Design vga_fb_scheduler, sky130hd; sources not shown.
Run 1, sequential cells grouped by signal name:
Other sequential cells in the stronger gray, the rest of the logic in the fainter gray.
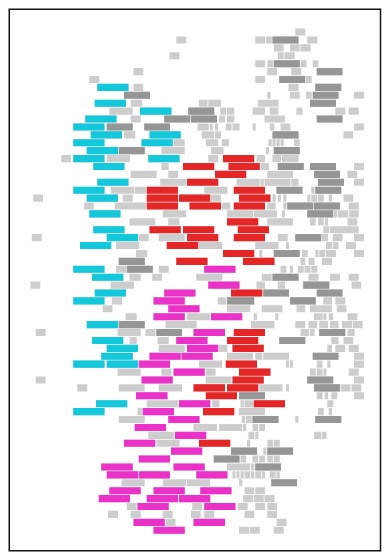
legend:
  `fx_q`:
    color: magenta
    placed_flops: 40
  `fd_q`:
    color: cyan
    placed_flops: 32
  `fy_q`:
    color: red
    placed_flops: 36
not colored: 51
reported sequential group power: 0.00198 W
Seq. cell area: 0.00452 mm^2

Run 1, metal 2:
Scale bar: 50 um.
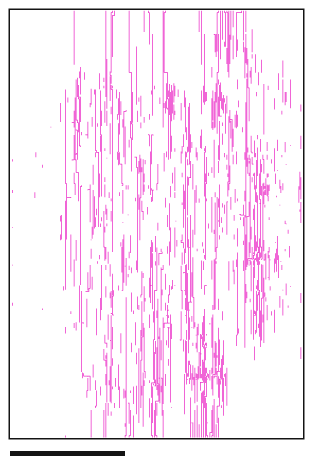
share of all routed wire: 52%
nets with wire on the layer: 459
main direction: vertical
wire length on this layer: 6860 um
met2 track demand over resource in global routing: 0.201
DR vias: 3383

Run 1, wiring by layer:
Only two layers are drawn.
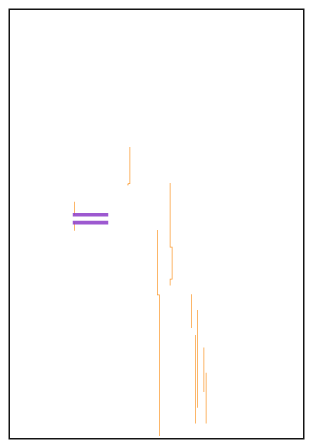
legend:
  metal 5:
    color: purple
    wire_length: 27.6 um
  metal 4:
    color: orange
    wire_length: 297 um
Total Wirelength: 13100 um
GRT Resource Usage Total: 0.117
wire length per cell: 18.0 um

Run 1, cell placement:
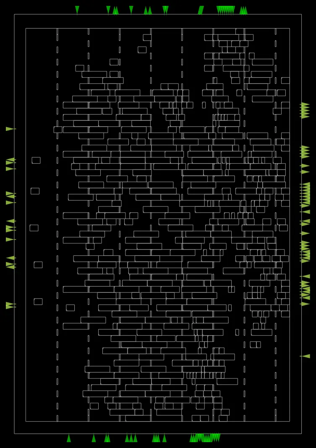
final cell count without fillers: 731
Flops: 159
number of cell rows: 64
core outline area: 0.0203 mm^2
flop share of the area: 0.558

==> flow_results.org <==
#+TITLE: Synthesis and PnR summary

** Outcome
- Outcome :: finished, final reports clean

** Setup path
- Data required time at the worst endpoint :: 4.69 ns
- The critical path goes through clkdlybuf4s50_1 -> buf_4 -> inv_1 -> a31oi_4 -> ha_1 -> inv_1 -> fa_1 -> xor2_1 -> nor2_1 -> xor2_1.
- Walking the critical path from launch to capture passes 10 cell instances.
- Slowest stage delay, CP :: 0.46 ns
- FF-to-FF path depth :: 9
- Grouping stages by cell kind, the critical path spends the most delay in buffers and inverters.
- Standard cell with the maximum stage delay on the critical path :: sky130_fd_sc_hd__a31oi_4
- For flop-to-flop paths, the worst setup slack is roughly 1.8 ns.
- Setup crit start kind :: primary input
- Buffer-and-inverter tally for the worst setup path :: 4
- Crit Path Class :: primary input to flip-flop
- For the worst setup path, the data arrival time is 3.16 ns.
- Highest fanout seen on the critical path :: 20

** Cells and area
- Max FFs per register :: about 40
- Synthesis-to-finish area growth :: 31.1%
- Fraction of layout instances using a drive strength above 1 :: 0.176
- Number of antenna cells inserted :: 0
- Final standard cell utilization of the core :: 0.398
- The finished design was reported to have a net count of 520.

** Logic synthesis
- Per the synthesis report, the AND-OR/OR-AND share of the synthesized area is 0.0438.
- Synthesis inferred 159 register bits.
- For reference, the post-synthesis area per instance comes to 18.1 um^2.
- According to the Yosys statistics, the synthesized design has a chip area of 0.00618 mm^2.
- Post-synth top area cell :: sky130_fd_sc_hd__edfxtp_1
- Number of warnings issued by yosys :: 0
- By area the synthesized netlist is led by sky130_fd_sc_hd__edfxtp_1, sky130_fd_sc_hd__dfrtp_1, sky130_fd_sc_hd__mux4_2.
- The commonest register cell is sky130_fd_sc_hd__edfxtp_1.
- Before any placement, the netlist area is recorded as 0.00618 mm^2.
- The portion of synthesized area spent on multiplexers is 0.118.
- The share of the Yosys chip area taken by registers is 0.732.
- Most used standard cell by instance count after synthesis :: sky130_fd_sc_hd__edfxtp_1
- Async SR Flop Fraction :: 0.321
- Counting flops with a built-in enable in the synthesized netlist gives 108.
- Area share of the largest cell type after synthesis :: 0.525
- After synthesis, the netlist uses 38 different library cells.
- Simple-gate area share of the yosys netlist :: 0.0604
- After synthesis, the largest family of logic cells by area is multiplexers.
- The cell-mix breakdown from Yosys lists the adder-cell area share as 0.0134.
- Total cells reported by yosys after synthesis :: roughly 340
- Synthesized net count :: just over 400
- The synthesized instance count is 342.
- Top cells by instance count after synthesis :: sky130_fd_sc_hd__edfxtp_1, sky130_fd_sc_hd__dfrtp_1, sky130_fd_sc_hd__nand2_1

** Clock tree
- Clock insertion delay at the later pin of the skew report :: about 0.41 ns
- Clock Tree Buf Depth :: 2
- Clock Pin Slew Worst Setup and Hold Paths :: 0.07 ns
- Clock buffers created by TritonCTS :: 17
- Counting every sink on the clock net gives 159.
- TritonCTS built the clock tree.
- For this design, the CTS-stage hold fixing added 0 buffers.
- CTS placed an instance of sky130_fd_sc_hd__clkbuf_16 at the clock tree root.
- Gates resized during post-CTS repair numbered 0.
- Number of buffers added for setup after CTS :: 0

** GRT
- Via count of the first global-routing pass :: 3758
- Global-route wire length before repair :: 20700 um
- Maximum number of pins on one net before global-route repair :: ~52

** Power
- Max VDD drop :: 0.276 mV
- The script computed a power per unit cell area of 598 mW/mm^2.
- Leakage power of the design :: 2.86 nW

** Final timing
- Setup repair after global routing left no endpoint under its margin.
- The clock period could shrink to between 2 and 3 ns.
- Count of final max-slew check failures :: 0
- The worst pin sits at a relative slew slack of 0.459.
- Setup violations remaining at the end of the flow were counted as 0.
- The final hold violation count recorded for this run is 0.
- Post-route setup slack :: 1.53 ns
- Of the available clock period, the critical path in the final layout requires 0.648.
- Based on the critical path, the design can be clocked at up to 355 MHz.
- Looking at the max-slew report, the worst-margin pin has a slew of approximately 0.81 ns.
- The final layout reports a setup TNS of 0 ns.
- Across the routed clock network, the largest skew measured is 0.00932 ns.

** Hold path
- The report gives the cell count of the worst hold path as 0.
- The path class of the tightest hold or removal check is flip-flop to flip-flop.

** Floorplan
- Die area :: 0.0236 mm^2
- According to the I/O placement log, the pin count is 102.
- Die X-Extent :: between 100 and 150 um
- Core utilization before placement :: 0.304
- The die is between 150 and 200 um tall.

** Routing
- Remaining DRCs :: 0
- Per-cell via count in the routed design :: 4.63
- Antenna violation net count after detailed routing :: 0
- Drt first pass iters :: 4

** Placement
- The congestion estimate from routability-driven global placement came to 0.782.
- Timing analysis after detailed placement gives a worst setup slack of 1.04 ns.
- The HPWL after detailed placement is 8870 um.
- Count of buffers inserted at the top-level ports :: 101

** Run
- Maxcap violations :: 0
- Number of OpenROAD warnings :: 29
-- run 1: stage by stage --
step	hold WS (ns)	total power, W	cell area, um^2	instances
2_1_floorplan	0.331	0.00282	6180	342
3_3_place_gp	0.339	0.00334	7470	698
3_5_place_dp	0.345	0.00338	7470	698
4_1_cts	0.367	0.00492	8080	730
5_1_grt	0.364	0.00512	8100	731
6_report	0.361	0.00484	8100	731
-- run 1: cells in the final DEF (no fill, tap or decap), drive strengths merged, types with 2 or more instances in the layout --
cell type / n
a32oi: 3
clkbuf: 17
mux4: 27
nand2b: 2
nor3: 2
dfrtp: 51
inv: 14
clkdlybuf4s50: 100
xnor2: 2
xor2: 5
mux2: 9
edfxtp: 108
ha: 5
buf: 10
a31oi: 18
a2bb2oi: 2
clkinv: 3
bufinv: 3
nor4: 16
and2: 12
nor2: 2
clkinvlp: 4
mux2i: 2
o21ai: 2
nand2: 37
-- run 1: report_power, final --
part / total [W] / internal, W / switching (W)
Clock: 0.00152 / 0.000912 / 0.000606
Combinational: 0.00135 / 0.000749 / 0.000596
Sequential: 0.00198 / 0.00183 / 0.000153
-- run 1: final cells by class --
class | instances | area [um^2]
Tap cell | 264 | 330
Clock inverter | 15 | 184
Sequential cell | 159 | 4520
Timing Repair Buffer | 110 | 1090
Multi-Input combinational cell | 157 | 1520
Clock buffer | 17 | 425
Fill cell | 1871 | 12200
Inverter | 9 | 33.8
-- run 1: per-layer routing --
layer | GRT usage | part of all wire | vias to the layer above
li1 | - | - | 1557
met1 | 0.131 | 0.39 | 1695
met2 | 0.201 | 0.52 | 104
met3 | 0.0393 | 0.068 | 23
met4 | 0.0520 | 0.023 | 4
met5 | 0 | 0.0021 | -
No activity file was given, so power comes from the tool's default toggle rates.
